===== src/rtl/apb_master.sv =====
// APB master: pops one command from a FIFO, runs one APB transfer with a
// bounded wait, and pushes the response into a FIFO.
module apb_master #(
  parameter int unsigned ADDR_W  = 32,
  parameter int unsigned DATA_W  = 32,
  parameter int unsigned TIMEOUT = 16
) (
  input  logic                     rclk,
  input  logic                     rrst_n,
  input  logic [ADDR_W+DATA_W:0]   cmd_rdata,
  input  logic                     cmd_rempty,
  output logic                     cmd_rinc,
  output logic [DATA_W+1:0]        resp_wdata,
  input  logic                     resp_wfull,
  output logic                     resp_winc,
  output logic [ADDR_W-1:0]        paddr,
  output logic                     psel,
  output logic                     penable,
  output logic                     pwrite,
  output logic [DATA_W-1:0]        pwdata,
  input  logic [DATA_W-1:0]        prdata,
  input  logic                     pready,
  input  logic                     pslverr,
  output logic                     busy
);

  typedef enum logic [2:0] {
    IDLE,
    FETCH,
    SETUP,
    ACCESS,
    RESP
  } state_t;

  localparam logic [7:0] WAIT_LAST = 8'(TIMEOUT - 1);

  state_t              state;
  logic [7:0]          wait_cnt;
  logic                cmd_write;
  logic [ADDR_W-1:0]   cmd_addr;
  logic [DATA_W-1:0]   cmd_wdata;

  assign cmd_write = cmd_rdata[ADDR_W+DATA_W];
  assign cmd_addr  = cmd_rdata[ADDR_W+DATA_W-1:DATA_W];
  assign cmd_wdata = cmd_rdata[DATA_W-1:0];

  // FIFO handshakes are gated by reset so no pop or push escapes during reset
  assign cmd_rinc  = rrst_n && (state == IDLE) && !cmd_rempty;
  assign resp_winc = rrst_n && (state == RESP) && !resp_wfull;
  assign busy      = (state != IDLE);

  always_ff @(posedge rclk) begin
    if (!rrst_n) begin
      state      <= IDLE;
      psel       <= 1'b0;
      penable    <= 1'b0;
      pwrite     <= 1'b0;
      paddr      <= '0;
      pwdata     <= '0;
      resp_wdata <= '0;
      wait_cnt   <= '0;
    end else begin
      unique case (state)
        IDLE: begin
          if (!cmd_rempty) state <= FETCH;
        end
        FETCH: begin
          paddr  <= cmd_addr;
          pwrite <= cmd_write;
          pwdata <= cmd_wdata & {DATA_W{cmd_write}};
          psel   <= 1'b1;
          state  <= SETUP;
        end
        SETUP: begin
          penable  <= 1'b1;
          wait_cnt <= '0;
          state    <= ACCESS;
        end
        ACCESS: begin
          // pready wins over the timeout in the final wait cycle
          if (pready) begin
            psel       <= 1'b0;
            penable    <= 1'b0;
            resp_wdata <= {pwrite, pslverr, prdata & {DATA_W{!pwrite}}};
            state      <= RESP;
          end else if (wait_cnt == WAIT_LAST) begin
            psel       <= 1'b0;
            penable    <= 1'b0;
            resp_wdata <= {pwrite, 1'b1, {DATA_W{1'b0}}};
            state      <= RESP;
          end else begin
            wait_cnt <= wait_cnt + 8'd1;
          end
        end
        RESP: begin
          if (!resp_wfull) state <= IDLE;
        end
        default: state <= IDLE;
      endcase
    end
  end

endmodule

===== config.mk =====
export PLATFORM = sky130hd
export DESIGN_NAME = apb_master
export DESIGN_NICKNAME = d
export VERILOG_FILES = /design/src/rtl/apb_master.sv
export SDC_FILE = /design/constraint.sdc
export NUM_CORES = 1
export LEC_CHECK = 0
export ABC_CLOCK_PERIOD_IN_PS = 1900
export CORE_UTILIZATION = 40
export DETAILED_ROUTE_END_ITERATION = 6
export PLACE_DENSITY = 0.81
export SLEW_MARGIN = 0
export SYNTH_ARGS = -nofsm -noshare
export SYNTH_HDL_FRONTEND = slang
export SYNTH_SLANG_ARGS = --single-unit

===== constraint.sdc =====
create_clock -name rclk -period 1.9 [get_ports rclk]
set_input_delay 0.19 -clock rclk [delete_from_list [all_inputs] [get_ports rclk]]
set_output_delay 0.19 -clock rclk [all_outputs]
set_load 0.03 [all_outputs]

==> results_slide.txt, run 1 <==
Run Summary

Layout
  – Leading cell kind: registers
  – Gate Area: 1630 sq um
  – Clock buffers: 9
  – Net count, final: 747
  – Diodes inserted: 0
  – Buffer share of cell area: 34.1%
  – Signal inverters: 1
  – Layout cells sized above 1: 6.94%
  – Logic Gate Count: 300
  – Area delta synth->final: 59.0%
  – Logic share of the area: 25.5%
  – Non-clock buffers: 219
  – Flops: 112
  – Non-Filler Instances: 781
  – Clock Network Area Fraction: 2.68%
  – Most used logic cell in the final layout: clkdlybuf4s50_1
  – Fillcell total: 799
  – Top cells excl fill/tap: clkdlybuf4s50_1 (203), dfxtp_1 (111), nand2_1 (105), a21oi_1 (72), nand3_1 (35)

Logic synthesis
  – Ys async rst share: 0%
  – Ys cells: 449
  – Cell Type Count: 42
  – Flops after synth: 112
  – XOR Share, Synth: 0.218%
  – Area leader, netlist: dfxtp_1
  – Most common cell in the netlist: dfxtp_1
  – And+or+nand+nor area frac: 19.4%
  – Main flop type: dfxtp_1
  – Post-Synth AOI/OAI Area: 19.6%
  – Post-Syn Instances: 449
  – Multiplexer share: 0.498%
  – Top cells by count, synth: dfxtp_1 (112), nand2_1 (105), a21oi_1 (74)
  – EDFF count, synth: 0
  – Adder Share, Synth: 0.311%
  – Post-Syn Area: 4020 sq um
  – Top cells by area: dfxtp_1 (56%), nand2_1 (9.8%), a21oi_1 (9.2%)
  – Seq/Total Area, Yosys: 55.7%
  – Comb area leader: AND-OR/OR-AND gates
  – Net Count, Synth: 553
  – Yosys chip area: 4020 sq um

Min path
  – Min-Delay Path Class: in2reg
  – Worst hold path cell count: 3
  – Hold Crit Start: cmd_rdata[34]
  – Sink of the worst hold path: paddr[2]

Timing
  – Setup TNS: 0 ns
  – Highest Clock Rate: 0.546 GHz
  – Worst slew pin tran: 0.577 ns
  – Slew margin rel.: 61.2%
  – Fin worst setup slack: 0.0687 ns
  – Setup Viol. Count Final: 0
  – Fin. Hold Viols: 0
  – Slew Limit Fails: 0
  – Min Tclk post-route: 1.83 ns
  – RSZ-0062 raised after global routing: false
  – Worst Clk Skew: 0.0114 ns
  – Cycle use final: 96.4%

Global route
  – Largest net degree at the start of global routing: 66
  – Grt ovf: 0
  – Met1 Resource Use GR: 23.9%
  – Initial antenna violation count: 0
  – Met3 Track Usage GR: 9.85%
  – Vias in the first global route: 3847
  – First-pass GRT wire length: 17.8 mm
  – Top Usage Layer GRT: met2
  – Grt met2 use: 36.8%

Placed design
  – Placed Cells: 765
  – GP Congestion: 0.827
  – Dpl hpwl: 8.13 mm
  – Placed Instance Area: 6220 sq um

Worst setup path
  – CP required: 2.21 ns
  – Kind of critical path: reg2reg
  – Slowest CP cell: or4_1
  – R2R depth: 5
  – Critical R2R Launch: wait_cnt[0]
  – Worst path top cell family by delay: simple AND/OR/NAND/NOR gates
  – WP buf/inv: 0
  – CP endpoint kind: flip-flop
  – CP max stage delay: 0.52 ns
  – R2r setup slk: 0.07 ns
  – Critical Path Start Type: flip-flop

Flow run
  – Number of max-cap violations: 0
  – Tool warning count: 26

Drt
  – Met3 wire length: 1.09 mm
  – Post-route ant nets: 0
  – DR iter-0 viols: 130
  – DR vias/cell: 5.10
  – Vias: 3985
  – DR DRC count: 0
  – Met2 wire len: 5.63 mm
  – M1 WL: 4.44 mm
  – Routed WL: 11.4 mm
  – DRT Pass-1 Iters: 4
  – Top sig layer: met4

Floorplan
  – Die W: 102 um
  – Die Y: 102 um
  – Die area: 10500 sq um
  – Tap Count: 133

Clock network
  – Worst skew pair latency: 0.38 ns
  – H-tree Lvls: 3
  – Clk sinks: 112
  – Hold buffers post-CTS: 0
  – Max Root-Sink Buffers: 2
  – Root buf cell: clkbuf_8
  – Post-CTS setup buffers: 0
  – Worst-path clk slew: 0.10 ns

Pwr
  – Leakage power: 2.30 nW
  – Total power draw: 4.82 mW
  – Worst ir drop on vdd: 0.692 mV
  – PD cells: 754 nW/um^2

Run status
  – Status: completed
## run 1: report_power, final
group / switching [mW] / internal, mW / total [mW] / leakage [nW]
Combinational: 0.551 / 0.478 / 1.03 / 1.30
Clock: 0.795 / 0.477 / 1.27 / 0.0854
Sequential: 0.0700 / 2.45 / 2.52 / 0.909
## run 1: how the worst max path moves through the flow
stage	slack, ns	to	startpoint
floorplan	0.002	cmd_rinc	state[0]
global placement	0.13	wait_cnt[7]	wait_cnt[0]
detailed placement	0.02	wait_cnt[7]	wait_cnt[0]
CTS	0.01	wait_cnt[7]	wait_cnt[0]
global route	0.005	cmd_rinc	state[2]
finish	0.07	wait_cnt[7]	wait_cnt[0]
## run 1: registers in the layout (all words and copies together) (netlist names)
register,cells
state,3
resp_wdata,34
psel,1
pwrite,1
pwdata,32
paddr,32
wait_cnt,8
penable,1
### Sequential cells coloured by netlist name, run 1

(3 px per um) Other sequential cells in the stronger grey, the rest of the logic in the fainter grey.
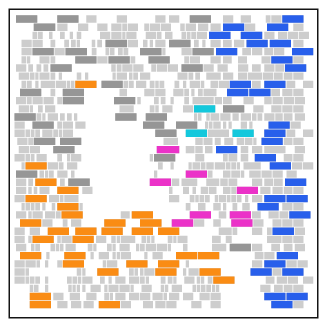
| colour | signal | flops |
|---|---|---|
| magenta | `wait_cnt` | 8 |
| blue | `resp_wdata` | 34 |
| orange | `paddr` | 32 |
| cyan | `state` | 3 |
not coloured: 35
Flop+latch power: 2.52 mW
fin util: 65.5%

### Nets reached from selected ports, run 1

(4 px per um)
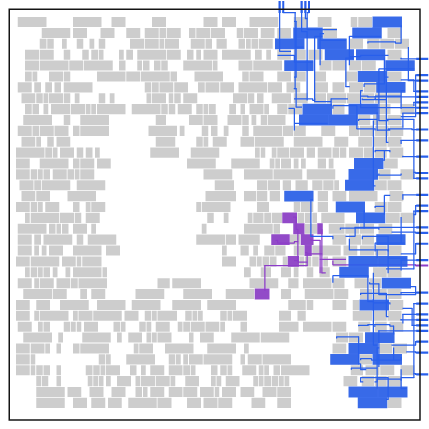
| colour | port | bits | direction | edge | end cells | wire |
|---|---|---|---|---|---|---|
| blue | `resp_wdata` | 34 | output | 29 east, 5 north | 34 | 863 um |
| purple | `pready` | 1 | input | east | 8 | 97.5 um |
Port Buffer Count: 206
I/O pin cnt: 207

### Cell classes on the final placement, run 1

(3 px per um)
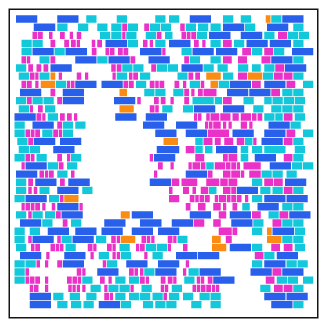
| colour | class | cells | share of their area |
|---|---|---|---|
| cyan | remaining buffers and delay cells | 219 | 35% |
| blue | sequential cells | 112 | 36% |
| magenta | combinational and other logic | 301 | 26% |
| orange | clock drivers and dummy loads | 16 | 2.8% |
core area: 9770 sq um
final instance area: 6400 sq um
Rows: 36
flop share of the area: 35.1%

### Routed clock nets over the placement, run 1

(3 px per um)
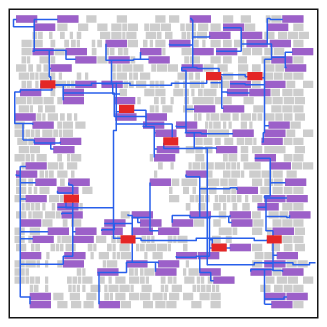

==> run 2, diff against run 1 <==
--- a/config.mk
+++ b/config.mk
@@ -6,8 +6,11 @@
 export NUM_CORES = 1
 export LEC_CHECK = 0
 export ABC_CLOCK_PERIOD_IN_PS = 1900
+export CORE_MARGIN = 10
 export CORE_UTILIZATION = 40
+export CTS_CLUSTER_DIAMETER = 40
 export DETAILED_ROUTE_END_ITERATION = 6
+export GPL_TIMING_DRIVEN = 0
 export PLACE_DENSITY = 0.81
 export SLEW_MARGIN = 0
 export SYNTH_ARGS = -nofsm -noshare
### Routed clock nets over the placement, run 2

(2 px per um)
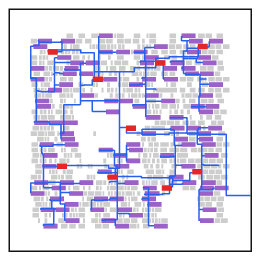
[purple] flip-flops | count: 112
[blue] clock wires | length: 1300 um
[red] clock drivers | count: 9
routed clock nets: 10
flops lie: spread over the die
worst skew pair latency: 0.38 ns
clock share of power: 27.6%
Worst Clk Skew: 0.00856 ns

### Sequential cells coloured by netlist name, run 2

(2 px per um) Other sequential cells in the stronger grey, the rest of the logic in the fainter grey.
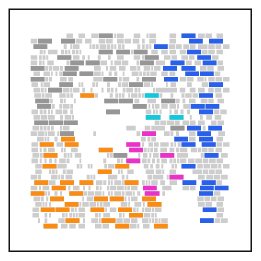
| colour | signal | flops |
|---|---|---|
| blue | `resp_wdata` | 34 |
| cyan | `state` | 3 |
| orange | `paddr` | 32 |
| magenta | `wait_cnt` | 8 |
FF+latch area: 2240 sq um
Flop+latch power: 2.51 mW

### Cell classes on the final placement, run 2

(2 px per um)
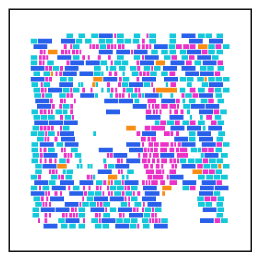
| colour | class | cells | share of their area |
|---|---|---|---|
| cyan | remaining buffers and delay cells | 240 | 35% |
| blue | sequential cells | 112 | 36% |
| orange | clock drivers and dummy loads | 16 | 2.9% |
| magenta | combinational and other logic | 301 | 26% |
flop share of the area: 34.9%
fin util: 65.9%
final instance area: 6440 sq um

==> run 2 against run 1 <==
  * Core utilization grew 0.42 points
  * Setup slack lost 0.0092 ns
  * Sequential share of layout area fell by 0.21 points
  * Flip-flop count did not move
  * Final cell count up 2.7%
  * Die area grew 38%
  * Routed wire length rose by 23%
  * Global-route usage shrank 3.0 points
  * Cell area increased by 0.65%
  * Area after synthesis is the same
  * Clock power grew 8%
  * Largest cell class unchanged
  * Combinational power rose by 5%
==> results_slide.txt, run 2 <==
Run Summary

Timing
  – Cycle use final: 96.9% (+0.49 points)
  – Setup TNS: 0 ns (unchanged)
  – Min Tclk post-route: 1.84 ns (+0.00923 ns)
  – RSZ-0062 raised after global routing: true
  – Highest Clock Rate: 0.543 GHz (-0.50%)
  – Worst slew pin tran: 0.526 ns (-0.0504 ns)
  – Slew Limit Fails: 0 (unchanged)

Pwr
  – Sw Ratio: 28.5% (-0.86 points)
  – Clk. pwr: 1.37 mW (+8%)
  – Worst ir drop on vdd: 0.616 mV (-11%)
  – Internal Power: 3.54 mW (+4.0%)
  – Comb group: 1.08 mW (+5%)
  – Combinational share of power: 21.7% (+0.4 points)

Global route
  – Initial antenna violation count: 0 (unchanged)
  – Vias in the first global route: 4036 (+4.9%)
  – Grt ovf: 0 (unchanged)
  – Largest net degree at the start of global routing: 17 (-74%)

Layout
  – Logic share of the area: 25.4% (-0.16 points)
  – Net count, final: 768 (+2.8%)
  – Clock buffers: 12 (+3)
  – Max reg flops: 34 (unchanged)
  – Top cells excl fill/tap: clkdlybuf4s50_1 (201), dfxtp_1 (110), nand2_1 (105), a21oi_1 (73), nand3_1 (35)
  – Area delta synth->final: 60.0%
  – Diodes inserted: 0 (unchanged)
  – Leading cell kind: registers
  – Fillcell total: 801 (+0.25%)
  – Clock Network Area Fraction: 2.80% (+0.12 points)
  – Layout cells sized above 1: 7.17% (+0.23 points)
  – Signal inverters: 1 (unchanged)
  – Most used logic cell in the final layout: clkdlybuf4s50_1
  – Buffer share of cell area: 34.3% (+0.27 points)

Logic synthesis
  – Post-Syn Area: 4020 sq um (unchanged)
  – Post-Syn Instances: 449 (unchanged)
  – Net Count, Synth: 553 (unchanged)
  – Adder Share, Synth: 0.311% (unchanged)
  – Post-Synth AOI/OAI Area: 19.6% (unchanged)
  – Top cells by count, synth: dfxtp_1 (112), nand2_1 (105), a21oi_1 (74)
  – Top cells by area: dfxtp_1 (56%), nand2_1 (9.8%), a21oi_1 (9.2%)
  – XOR Share, Synth: 0.218% (unchanged)
  – EDFF count, synth: 0 (unchanged)
  – Comb area leader: AND-OR/OR-AND gates
  – Seq/Total Area, Yosys: 55.7% (unchanged)

Worst setup path
  – Worst Setup SP: state[0]
  – Critical R2R Launch: wait_cnt[0]
  – WP buf/inv: 2 (+2)
  – CP endpoint: busy
  – CP required: 1.71 ns (-0.50 ns)
  – Worst path top cell family by delay: buffers and inverters

Clock network
  – Clk sinks: 112 (unchanged)

Floorplan
  – Tap Count: 133 (unchanged)
  – Die Y: 120 um (+18%)
  – Core area: 9770 sq um (unchanged)

Min path
  – Sink of the worst hold path: pwdata[1]
  – Worst hold path cell count: 3 (unchanged)

Drt
  – DR vias/cell: 5.04 (-1.1%)
  – Post-route ant nets: 0 (unchanged)
  – DR iter-0 viols: 204 (+57%)
  – DR DRC count: 0 (unchanged)
  – Routed WL: 13.9 mm (+23%)

Placed design
  – Port Buffer Count: 204 (-0.97%)
  – Placed Cells: 786 (+2.7%)
  – GP Congestion: 0.820 (-0.87%)

Run status
  – Status: completed
-- run 2: metal layers --
| layer | vias to the layer above | global-route usage, % | part of all wire (%) |
|---|---|---|---|
| met3 | 11 | 10.5 | 11 |
| li1 | 1991 | - | - |
| met1 | 1866 | 19.9 | 40 |
| met2 | 178 | 31.0 | 48 |
| met4 | 0 | 4.45 | 1.3 |
| met5 | - | 0 | 0 |
-- run 2: timing repair --
item / in CTS / in global routing
buffers inserted: 0 / 0
hold endpoints to repair: 0 / 0
pin swaps: 0 / 2
setup endpoints to repair: 33 / 70
gates resized: 11 / 18
cloned: 0 / 0
-- run 2: cell families after synthesis --
| kind of cell | after synthesis |
|---|---|
| compound gates | 124 |
| xor+xnor | 1 |
| flops | 112 |
| simple gates | 172 |
| buf+inv | 37 |
| fa+ha+maj | 1 |
| mux | 2 |
### Cell outlines without signal wires, run 2

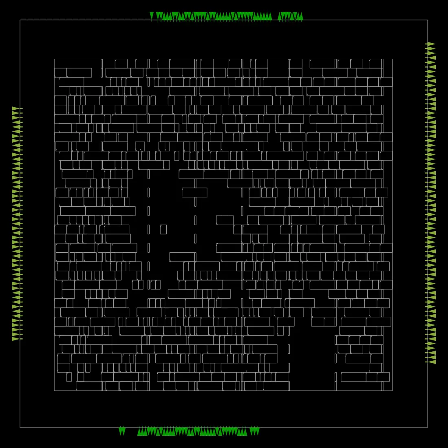

==> run 3, diff against run 2 <==
--- a/config.mk
+++ b/config.mk
@@ -5,13 +5,14 @@
 export SDC_FILE = /design/constraint.sdc
 export NUM_CORES = 1
 export LEC_CHECK = 0
-export ABC_CLOCK_PERIOD_IN_PS = 1900
+export ABC_CLOCK_PERIOD_IN_PS = 1700
 export CORE_MARGIN = 10
 export CORE_UTILIZATION = 40
 export CTS_CLUSTER_DIAMETER = 40
 export DETAILED_ROUTE_END_ITERATION = 6
 export GPL_TIMING_DRIVEN = 0
 export PLACE_DENSITY = 0.81
+export REMOVE_ABC_BUFFERS = 1
 export SLEW_MARGIN = 0
 export SYNTH_ARGS = -nofsm -noshare
 export SYNTH_HDL_FRONTEND = slang
==> constraint.sdc (replaced) <==
create_clock -name rclk -period 1.7 [get_ports rclk]
set_input_delay 0.17 -clock rclk [delete_from_list [all_inputs] [get_ports rclk]]
set_output_delay 0.17 -clock rclk [all_outputs]
set_load 0.03 [all_outputs]
### Cell outlines without signal wires, run 3

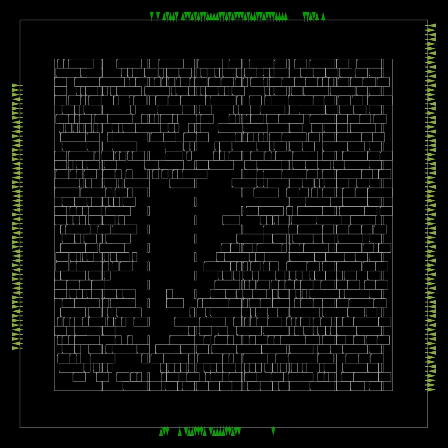
fin util: 67.1%
fillcell total: 791

### Routed clock nets over the placement, run 3

(2 px per um)
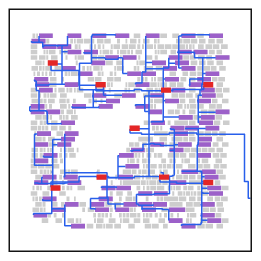
[purple] flip-flops | count: 112
[blue] clock wires | length: 1290 um
[red] clock drivers | count: 9
flops lie: spread over the die
Clk. pwr: 1.38 mW
Worst Clk Skew: 0.00809 ns

### Sequential cells coloured by netlist name, run 3

(2 px per um) Other sequential cells in the stronger grey, the rest of the logic in the fainter grey.
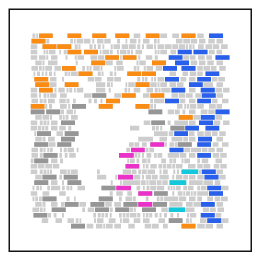
| colour | signal | flops |
|---|---|---|
| magenta | `wait_cnt` | 8 |
| blue | `resp_wdata` | 34 |
| cyan | `state` | 3 |
| orange | `paddr` | 32 |
FF+latch area: 2260 sq um
Flop+latch power: 2.82 mW
flop share of the area: 34.4%

==> run 3 against run 2 <==
  * Global-route usage grew 0.28 points
  * Cell area grew 1.8%
  * Routed wire length grew 2.0%
  * First-iteration DRC count grew 9.8%
  * Hold slack gained 0.20 ns
  * Final cell count shrank 1.7%
  * Highest routed layer unchanged
  * Sequential share of layout area shrank 0.43 points
  * Count of clock-buffer cells in the layout grew 1
  * Area after synthesis is the same
  * Synthesized cell count is the same
  * Critical path depth grew 3
  * Critical endpoint is now wait_cnt[2]
==> results_slide.txt, run 3 <==
Run Summary

Run status
  – Status: completed

Layout
  – Top cells excl fill/tap: clkdlybuf4s50_1 (200), dfxtp_1 (106), nand2_1 (105), a21oi_1 (73), nand3_1 (35)
  – Clock Network Area Fraction: 2.35% (-0.45 points)
  – Non-clock buffers: 228
  – Max reg flops: 34 (unchanged)
  – Area delta synth->final: 62.9%
  – Final instance area: 6560 sq um (+1.8%)
  – Largest Register: resp_wdata
  – Logic Gate Count: 300
  – Gate Area: 1700 sq um
  – Logic share of the area: 25.9% (+0.54 points)
  – Diodes inserted: 0 (unchanged)
  – Flops: 112
  – Buffer share of cell area: 34.7% (+0.36 points)
  – Clock buffers: 13 (+1)
  – Leading cell kind: non-clock buffers
  – Layout cells sized above 1: 8.85% (+1.7 points)
  – Non-Filler Instances: 788
  – Signal inverters: 1 (unchanged)
  – Net count, final: 756 (-1.6%)
  – Top flop regs: resp_wdata x34, paddr x32, pwdata x32
  – Most used logic cell in the final layout: clkdlybuf4s50_1

Global route
  – First-pass GRT wire length: 21.8 mm
  – Initial antenna violation count: 0 (unchanged)
  – Largest net degree at the start of global routing: 67 (+50)
  – Grt ovf: 0 (unchanged)
  – Vias in the first global route: 3912 (-3.1%)
  – GR Util All Layers: 18.8%

Worst setup path
  – CP endpoint: wait_cnt[2]
  – Worst-path cell chain: buf_4 -> and4_1 -> a221o_1 -> buf_4 -> o21ai_0 -> a21oi_1
  – Worst Setup SP: state[0]
  – Crit Path Max Fanout: 10
  – Kind of critical path: reg2reg
  – R2r setup slk: 0.06 ns
  – RR Endpoint: wait_cnt[2]
  – Critical Path Start Type: flip-flop
  – Slowest CP cell: dfxtp_4
  – Critical R2R Launch: state[0]
  – Critical Path AT: 1.90 ns
  – Worst path top cell family by delay: AND-OR/OR-AND gates
  – CP max stage delay: 0.39 ns
  – CP endpoint kind: flip-flop
  – Most frequent cell on the critical path: buf_4
  – Crit path depth: 6
  – WP buf/inv: 2 (unchanged)
  – R2R depth: 6
  – CP required: 1.96 ns (+0.25 ns)

Clock network
  – Clk sinks: 112 (unchanged)
  – CTS Buf Count: 9
  – Worst skew pair latency: 0.38 ns (about the same)
  – Root buf cell: clkbuf_8
  – CTS tree: yes
  – Max Root-Sink Buffers: 2
  – Worst-path clk slew: 0.09 ns
  – H-tree Lvls: 3
  – Hold buffers post-CTS: 0

Logic synthesis
  – Top cells by count, synth: dfxtp_1 (112), nand2_1 (105), a21oi_1 (74)
  – Yosys chip area: 4020 sq um
  – Most common cell in the netlist: dfxtp_1
  – Max-area cell share: 55.7%
  – Cell Type Count: 42
  – Top cells by area: dfxtp_1 (56%), nand2_1 (9.8%), a21oi_1 (9.2%)
  – Seq/Total Area, Yosys: 55.7% (unchanged)
  – Yosys warnings: 0
  – EDFF count, synth: 0 (unchanged)
  – Main flop type: dfxtp_1
  – Average cell area after synthesis: 8.96 sq um
  – Ys cells: 449
  – Post-Syn Area: 4020 sq um (unchanged)
  – Area leader, netlist: dfxtp_1
  – Ys async rst share: 0%
  – Post-Syn Instances: 449 (unchanged)
  – Flops after synth: 112

Pwr
  – Comb group: 1.23 mW (+10%)
  – Leakage power: 2.38 nW
  – Internal Power: 3.88 mW (+9.4%)
  – Worst ir drop on vdd: 0.645 mV (+4.7%)
  – NetSw: 1.56 mW
  – Clock share of power: 25.5% (-2.1 points)
  – Flop pwr share: 51.9%
  – Main power group: sequential cells
  – Total power draw: 5.43 mW
  – Sw Ratio: 28.6% (+0.16 points)
  – Combinational share of power: 22.6% (+0.9 points)
  – PD cells: 829 nW/um^2

Placed design
  – Port Buffer Count: 206 (+0.98%)
  – GP Congestion: 0.816 (-0.41%)
  – Placed Instance Area: 6200 sq um
  – Dpl ws: -0.764 ns
  – Placed Cells: 759 (-3.4%)
  – Dpl hpwl: 10.5 mm

Timing
  – Slew margin rel.: 20.1%
  – Slew Limit Fails: 0 (unchanged)
  – Cycle use final: 96.5%
  – Setup Viol. Count Final: 0
  – RSZ-0062 raised after global routing: true
  – Highest Clock Rate: 0.610 GHz
  – Fin worst setup slack: 0.0601 ns
  – Min Tclk post-route: 1.64 ns
  – Setup TNS: 0 ns (unchanged)
  – Fin. Hold Viols: 0
  – Fin Hold WS: 0.332 ns
  – Worst slew pin tran: 1.19 ns (+0.668 ns)

Drt
  – Post-route ant nets: 0 (unchanged)
  – WL per Instance: 18.0 um
  – DRT Pass-1 Iters: 4
  – DR vias/cell: 5.09 (+0.97%)
  – Routed WL: 14.2 mm (+2.0%)
  – DR iter-0 viols: 224 (+9.8%)
  – Vias: 4014
  – DR DRC count: 0 (unchanged)

Min path
  – Worst hold path cell count: 2 (-1)
  – Min-Delay Path Class: in2reg
  – Hold Crit Start: rrst_n
  – Sink of the worst hold path: state[2]

Floorplan
  – Die Y: 120 um (unchanged)
  – Fp util: 41.2%
  – Die W: 120 um
  – Core area: 9770 sq um (unchanged)
  – Rows: 36
  – Die area: 14500 sq um
  – I/O pin cnt: 207
  – Tap Count: 133 (unchanged)

Flow run
  – Tool warning count: 26
  – Number of max-cap violations: 0
-- run 3: cell counts after synthesis --
Identical to the previous run, type by type.
-- run 3: kinds of logic after synthesis --
kind of cell | share of synthesized area, %
compound gates | 19.6
simple gates | 19.4
mux | 0.498
flops | 55.7
buf+inv | 4.23
fa+ha+maj | 0.311
xor+xnor | 0.218
-- run 3: per-layer routing --
| metal | vias to the layer above | wire length (um) | GRT usage [%] |
|---|---|---|---|
| li1 | 1962 | - | - |
| met1 | 1858 | 5820 | 21.8 |
| met5 | - | 0 | 0 |
| met2 | 185 | 6580 | 30.5 |
| met3 | 9 | 1670 | 9.91 |
| met4 | 0 | 109 | 3.62 |
-- run 3: timing repair --
action                                  CTS  global route
gates resized                            32            14
gates cloned                              0             0
endpoints found under the setup margin  107            56
buffers inserted                          7             8
pin swaps                                 6             7
Power figures rest on the tool's default switching activity, not on a simulated workload.
